$ cat src/rtl/varredura_pkg.sv
// Shared definitions for the servo sweep controller: state codes, step interval and position range.
// Latency: n/a (types and constants only).
// Backpressure: n/a.
package varredura_pkg;

    // State codes are visible on db_estado; 2'b11 is unused and recovers to INICIAL
    typedef enum logic [1:0] {
        INICIAL = 2'b00,
        VARRE   = 2'b01,
        RETORNO = 2'b10
    } estado_t;

    // 0.5 s between steps at 50 MHz
    localparam int INTERVALO_PADRAO = 25_000_000;

    // Short interval used in simulation so a full sweep fits in a few dozen cycles
    localparam int INTERVALO_SIM = 4;

    // Highest servo position; the lowest is always 0
    localparam logic [1:0] POS_MAX = 2'd3;

endpackage

$ cat src/rtl/temporizador_passo.sv
// Step interval timer: counts 0..M-1 while enabled and flags the last count.
// Latency: fim is combinational from the registered count; wraps to 0 on the edge after fim when enabled.
// Backpressure: conta=0 freezes the count; zera clears it and takes priority over conta.
module temporizador_passo #(
    parameter int M = 4
) (
    input  logic clock,
    input  logic reset,
    input  logic zera,
    input  logic conta,
    output logic fim
);

    localparam int W = $clog2(M);
    localparam logic [W-1:0] ULTIMO = W'(M - 1);

    logic [W-1:0] contagem;

    // Free-running modulo-M counter, gated by conta and cleared by zera
    always_ff @(posedge clock or negedge reset) begin
        if (!reset) begin
            contagem <= '0;
        end else if (zera) begin
            contagem <= '0;
        end else if (conta) begin
            contagem <= fim ? '0 : contagem + W'(1);
        end
    end

    assign fim = (contagem == ULTIMO);

endmodule

$ cat src/rtl/controle_varredura.sv
// Sweep controller: steps the servo 0..pos_max and back via one-cycle direita/esquerda pulses, parks at 0 when disabled.
// Latency: first direita is registered intervalo edges after the edge that moves INICIAL to VARRE.
// Backpressure: pausa freezes the interval timer in VARRE (steps deferred, never dropped); ignored in RETORNO.
module controle_varredura
    import varredura_pkg::*;
#(
    parameter int         intervalo = INTERVALO_PADRAO,
    parameter logic [1:0] pos_max   = POS_MAX
) (
    input  logic       clock,
    input  logic       reset,
    input  logic       liga,
    input  logic       pausa,
    output logic       direita,
    output logic       esquerda,
    output logic [1:0] pos_est,
    output logic       sentido,
    output logic       fim_ciclo,
    output logic [1:0] db_estado
);

    estado_t    estado;
    logic       fim;
    logic       conta;
    logic       zera;
    logic       expira;
    logic [1:0] pos_mais;
    logic [1:0] pos_menos;

    temporizador_passo #(
        .M (intervalo)
    ) u_temporizador (
        .clock (clock),
        .reset (reset),
        .zera  (zera),
        .conta (conta),
        .fim   (fim)
    );

    // Timer control: held at 0 while idle and on every VARRE<->RETORNO change; runs only when a step is possible
    always_comb begin
        conta = 1'b0;
        zera  = 1'b0;
        case (estado)
            VARRE: begin
                conta = !pausa;
                zera  = !liga;
            end
            RETORNO: begin
                conta = (pos_est != 2'd0);
                zera  = liga || (pos_est == 2'd0);
            end
            default: begin
                zera  = 1'b1;
            end
        endcase
    end

    // A step is due when the timer sits on its last count and is allowed to advance this cycle
    assign expira    = fim && conta;
    assign pos_mais  = pos_est + 2'd1;
    assign pos_menos = pos_est - 2'd1;
    assign db_estado = estado;

    // Sweep FSM with registered pulses, position and direction; pulses default low so each lasts one cycle
    always_ff @(posedge clock or negedge reset) begin
        if (!reset) begin
            estado    <= INICIAL;
            direita   <= 1'b0;
            esquerda  <= 1'b0;
            fim_ciclo <= 1'b0;
            pos_est   <= 2'd0;
            sentido   <= 1'b0;
        end else begin
            direita   <= 1'b0;
            esquerda  <= 1'b0;
            fim_ciclo <= 1'b0;
            case (estado)
                INICIAL: begin
                    pos_est <= 2'd0;
                    sentido <= 1'b0;
                    if (liga) begin
                        estado <= VARRE;
                    end
                end
                VARRE: begin
                    // Range guards keep the servo inside 0..pos_max even if sentido were inconsistent
                    if (expira) begin
                        if (!sentido && (pos_est != pos_max)) begin
                            direita <= 1'b1;
                            pos_est <= pos_mais;
                            if (pos_mais == pos_max) begin
                                sentido <= 1'b1;
                            end
                        end else if (sentido && (pos_est != 2'd0)) begin
                            esquerda <= 1'b1;
                            pos_est  <= pos_menos;
                            if (pos_menos == 2'd0) begin
                                sentido   <= 1'b0;
                                fim_ciclo <= 1'b1;
                            end
                        end
                    end
                    // Disabling heads home downwards; a step due on this same edge still goes out
                    if (!liga) begin
                        estado  <= RETORNO;
                        sentido <= 1'b1;
                    end
                end
                RETORNO: begin
                    if (pos_est == 2'd0) begin
                        estado  <= INICIAL;
                        sentido <= 1'b0;
                    end else begin
                        if (expira) begin
                            esquerda <= 1'b1;
                            pos_est  <= pos_menos;
                        end
                        // Re-enabling resumes the sweep still descending
                        if (liga) begin
                            estado <= VARRE;
                        end
                    end
                end
                default: begin
                    estado  <= INICIAL;
                    pos_est <= 2'd0;
                    sentido <= 1'b0;
                end
            endcase
        end
    end

endmodule

$ cat config.mk
export PLATFORM = sky130hd
export DESIGN_NAME = controle_varredura
export DESIGN_NICKNAME = d
export VERILOG_FILES = /design/src/rtl/varredura_pkg.sv /design/src/rtl/temporizador_passo.sv /design/src/rtl/controle_varredura.sv
export SDC_FILE = /design/constraint.sdc
export NUM_CORES = 1
export LEC_CHECK = 0
export ABC_CLOCK_PERIOD_IN_PS = 2600
export CORE_MARGIN = 2
export CORE_UTILIZATION = 45
export CTS_BUF_LIST = sky130_fd_sc_hd__clkbuf_8
export DETAILED_ROUTE_END_ITERATION = 12
export SYNTH_ARGS = -nofsm -noshare
export SYNTH_HDL_FRONTEND = slang
export SYNTH_HIERARCHICAL = 1
export SYNTH_SLANG_ARGS = --single-unit
$ cat constraint.sdc
create_clock -name clock -period 2.6 [get_ports clock]
set_clock_uncertainty 0.15 [all_clocks]
set_input_delay 0.26 -clock clock [delete_from_list [all_inputs] [get_ports clock]]
set_output_delay 0.26 -clock clock [all_outputs]
set_load 0.005 [all_outputs]
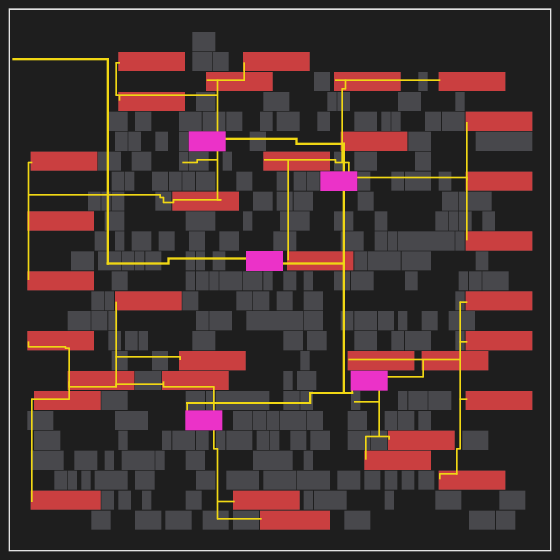
Fig. 1. Clock wires, drivers and flops (run 1).
- clock drivers: magenta (count 5)
- clock wires: yellow (length 506 microns)
- flip-flops: red (count 33)
- routed clock nets: 6

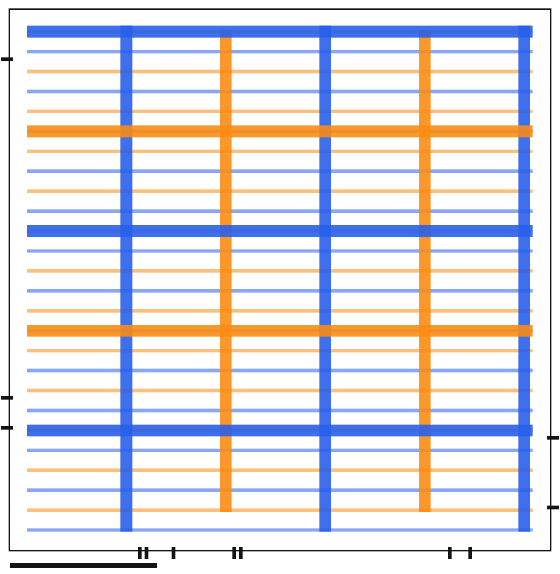
Fig. 2. Power grid (run 1).
Scale bar: 20 microns. Pins as bars on the die edge.
- VDD: orange
- VSS: blue
- met5 straps: 5
- met1 rails: 26
- signal pins: 12
- rows: 25
- met4 straps: 5

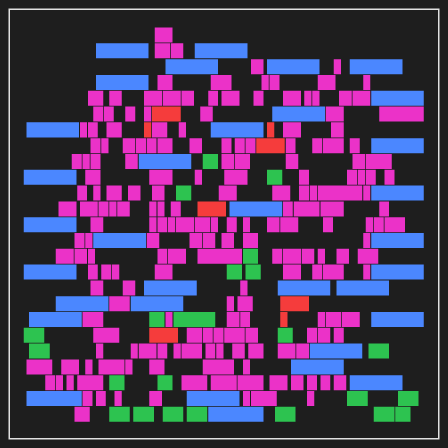
Fig. 3. Cells colored by class (run 1).
- other buffers and delay cells: green (cells 23)
- flops: blue (cells 33)
- clock drivers and dummy loads: red (cells 8)
- combinational and other logic: magenta (cells 198)

==> results.sh, run 1 <==
# physical design summary
export IMPL_cp_slowest_cell="nor4_1"
export IMPL_max_freq_ghz=0.4103
export IMPL_reg2reg_to="pos_est[0]$_DFFE_PN0P_"
export IMPL_layout_buffer_nonclock_area_share_pct=8.504
export IMPL_comb_cells=188
export IMPL_comb_area_sq_um=1275
export IMPL_placeableCoreArea_sq_um=4692
export IMPL_total_switching_power_w=0.0007049
export IMPL_post_cts_resize_count=0
export IMPL_setup_viol=0
export IMPL_placementRows=25
export IMPL_seq_area_share_pct=33.12
export IMPL_time_the_final_worst_path_needs_with_i_o_delays_and_setup_ns=2.437
export IMPL_non_clock_inverter_count=10
export IMPL_nFlopsAndLatches=33
export IMPL_remaining_drc_errors=0
export IMPL_globalRouteTotalUtil_pct=22.72
export IMPL_seq_group_w=0.000598
export IMPL_netlist_area_leader_share_pct=37.80
export IMPL_power_density_cell_area_nw_per_um2=691.7
export IMPL_layout_top_cells_excl_fill_tap="31 x dfrtp_1, 22 x nand2_1, 14 x a21oi_1"
export IMPL_comb_power_w=0.000763
export IMPL_rsz0062_at_grt="false"
export IMPL_status="finished clean"
export IMPL_xor_xnor_share_of_the_synthesized_area_pct=1.604
export IMPL_synthAoiAreaFrac_pct=18.38
export IMPL_dpl_cell_area_sq_um=2419
export IMPL_cts_hold_buffers_added=0
export IMPL_vdd_ir_drop_worst_v=0.0005509
export IMPL_critPathBufInv=0
export IMPL_crit_cells=7
export IMPL_clk_latency_ns=0.29
export IMPL_routed_met3_length_microns=324
export IMPL_totalWireLength_microns=5599
==> run 2, diff against run 1 <==
--- a/config.mk
+++ b/config.mk
@@ -10,6 +10,7 @@
 export CORE_UTILIZATION = 45
 export CTS_BUF_LIST = sky130_fd_sc_hd__clkbuf_8
 export DETAILED_ROUTE_END_ITERATION = 12
+export SKIP_LAST_GASP = 1
 export SYNTH_ARGS = -nofsm -noshare
 export SYNTH_HDL_FRONTEND = slang
 export SYNTH_HIERARCHICAL = 1
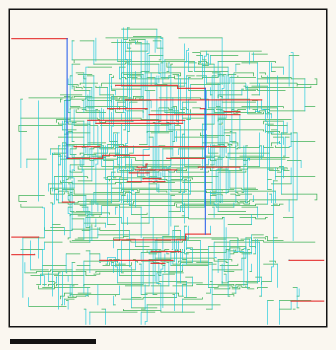
Fig. 4. Metal layers overlaid (run 2).
Scale bar: 20 microns.
- metal 3: red (wire length 325 microns)
- metal 1: green (wire length 2780 microns)
- metal 2: cyan (wire length 2440 microns)
- metal 4: blue (wire length 61.9 microns)

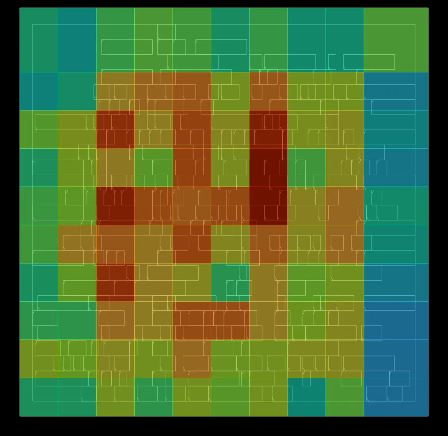
Fig. 5. Routing congestion (run 2).
busiest layer in global routing: met1
post-route core utilization: 53.31%
average detailed-routed wire length per instance: 17.72 microns
met1 Use GR: 35.25%
global-route total usage across every layer: 22.72%

==> results.sh, run 2 <==
# physical design summary
export IMPL_setup_worst_path_class="flop to flop"
export IMPL_placementRows=25
export IMPL_critPathBufInv=0
export IMPL_enable_flop_cells=0
export IMPL_cell_internal_pwr_w=0.001025
export IMPL_post_cts_resize_count=0
export IMPL_layout_top_cells_excl_fill_tap="31 x dfrtp_1, 22 x nand2_1, 14 x a21oi_1"
export IMPL_status="finished clean"
export IMPL_dpl_cell_area_sq_um=2419
export IMPL_comb_power_w=0.000763
export IMPL_filler_instances=438
export IMPL_register_area_sq_um=828.3
export IMPL_power_density_cell_area_nw_per_um2=691.7
export IMPL_nFlopsAndLatches=33
export IMPL_clk_latency_ns=0.29
export IMPL_comb_area_sq_um=1275
export IMPL_xor_xnor_share_of_the_synthesized_area_pct=1.604
export IMPL_seq_group_w=0.000598
export IMPL_rsz0062_at_grt="false"
export IMPL_synthAoiAreaFrac_pct=18.38
export IMPL_synthTopCellsByArea="dfrtp_1 38%, ha_1 5.2%, nand2_1 3.8%"
export IMPL_critical_path_startpoint="u_temporizador/contagem[17]$_DFFE_PN0P_"
export IMPL_routed_met3_length_microns=324
export IMPL_placeableCoreArea_sq_um=4692
export IMPL_cp_slowest_cell="nor4_1"
export IMPL_layout_buffer_nonclock_area_share_pct=8.504
export IMPL_non_clock_inverter_count=10
export IMPL_power_leakage_nw=1.033
export IMPL_mux_share_of_area_pct=2.062
export IMPL_drv_slew=0
export IMPL_crit_cells=7
export IMPL_reg2reg_to="pos_est[0]$_DFFE_PN0P_"
export IMPL_remaining_drc_errors=0
export IMPL_max_freq_ghz=0.4103
export IMPL_worstPathRequired_ns=2.63
export IMPL_registers_top_by_ff_count="u_temporizador/contagem"
export IMPL_total_switching_power_w=0.0007049
export IMPL_time_the_final_worst_path_needs_with_i_o_delays_and_setup_ns=2.437
export IMPL_setup_viol=0
export IMPL_comb_cells=188
export IMPL_vdd_ir_drop_worst_v=0.0005509
export IMPL_cts_hold_buffers_added=0
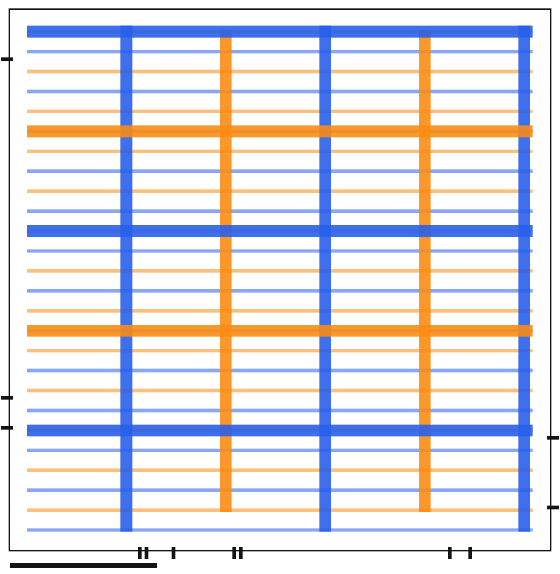
Fig. 6. Power grid (run 2).
Scale bar: 20 microns. Pins as bars on the die edge.
- VSS: blue
- VDD: orange
- rows: 25
- met1 rails: 26
- met4 straps: 5

==> run 3, diff against run 2 <==
--- a/config.mk
+++ b/config.mk
@@ -5,6 +5,7 @@
 export SDC_FILE = /design/constraint.sdc
 export NUM_CORES = 1
 export LEC_CHECK = 0
+export ABC_AREA = 1
 export ABC_CLOCK_PERIOD_IN_PS = 2600
 export CORE_MARGIN = 2
 export CORE_UTILIZATION = 45
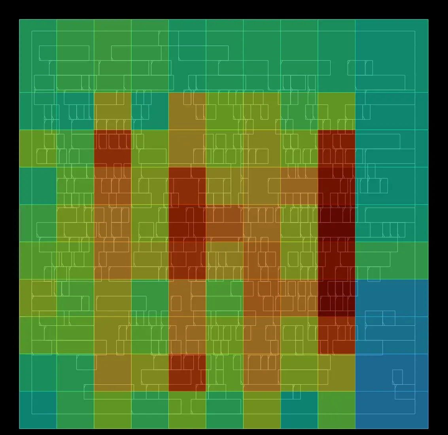
Fig. 7. Routing congestion (run 3).
post-route core utilization: 53.22%
global-route met3 utilization: 3.836%
met2 routing resource usage after global routing: 36.52%
global-route total usage across every layer: 21.86%
met1 Use GR: 27.63%

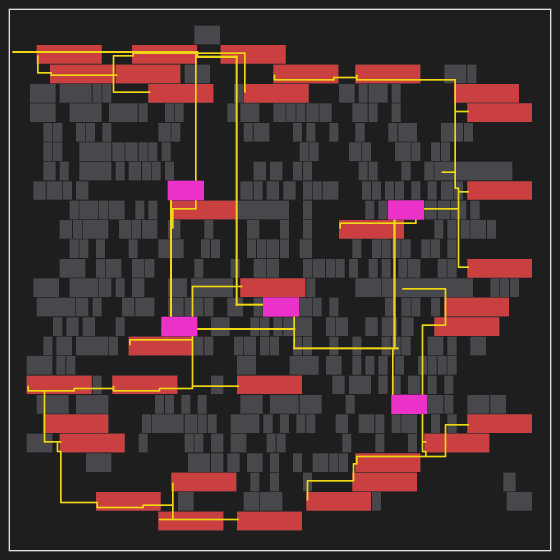
Fig. 8. Clock wires, drivers and flops (run 3).
- clock wires: yellow (length 491 microns)
- flip-flops: red (count 33)
- clock drivers: magenta (count 5)
- flops lie: widely spread
- routed clock nets: 6

==> results.sh, run 3 <==
# physical design summary
export IMPL_non_clock_inverter_count=45
export IMPL_layout_top_cells_excl_fill_tap="86 x nand2_1, 59 x nor2_1, 42 x inv_1"
export IMPL_reg2reg_to="u_temporizador/contagem[9]$_DFFE_PN0P_"
export IMPL_xor_xnor_share_of_the_synthesized_area_pct=2.659
export IMPL_cp_slowest_cell="dfrtp_1"
export IMPL_dpl_cell_area_sq_um=2515
export IMPL_clk_latency_ns=0.29
export IMPL_cts_hold_buffers_added=1
export IMPL_comb_power_w=0.000908
export IMPL_setup_slack_ns=0.3314
export IMPL_crit_cells=10
export IMPL_total_switching_power_w=0.0008223
export IMPL_critical_path_startpoint="db_estado[0]$_DFFE_PN0P_"
export IMPL_power_leakage_nw=1.198
export IMPL_placeableCoreArea_sq_um=5010
export IMPL_seq_area_share_pct=30.97
export IMPL_power_density_cell_area_nw_per_um2=780.5
export IMPL_vias_in_the_first_global_route=2004
export IMPL_global_route_peak_usage_layer="met2"
export IMPL_filler_instances=559
export IMPL_placementRows=26
export IMPL_synthTopCellsByArea="dfrtp_1 36%, nand2_1 14%, nor2_1 9.6%"
export IMPL_registers_top_by_ff_count="u_temporizador/contagem"
export IMPL_remaining_drc_errors=0
export IMPL_max_freq_ghz=0.4408
export IMPL_post_cts_resize_count=0
export IMPL_routed_met3_length_microns=184
export IMPL_seq_group_w=0.000592
export IMPL_comb_area_sq_um=1292
export IMPL_setup_worst_path_class="flop to flop"
export IMPL_rsz0062_at_grt="false"
export IMPL_layout_buffer_nonclock_area_share_pct=5.913
export IMPL_status="finished clean"
export IMPL_cell_internal_pwr_w=0.001259
export IMPL_totalWireLength_microns=5517
export IMPL_setup_viol=0
export IMPL_nFlopsAndLatches=33
export IMPL_synthAoiAreaFrac_pct=7.759
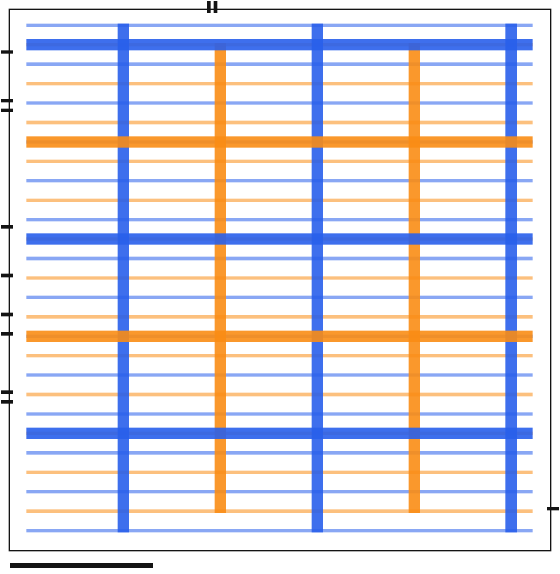
Fig. 9. Power grid (run 3).
Scale bar: 20 microns. Pins as bars on the die edge.
- VDD: orange
- VSS: blue
- met4 straps: 5
- signal pins: 12
- met5 straps: 5
- rows: 26

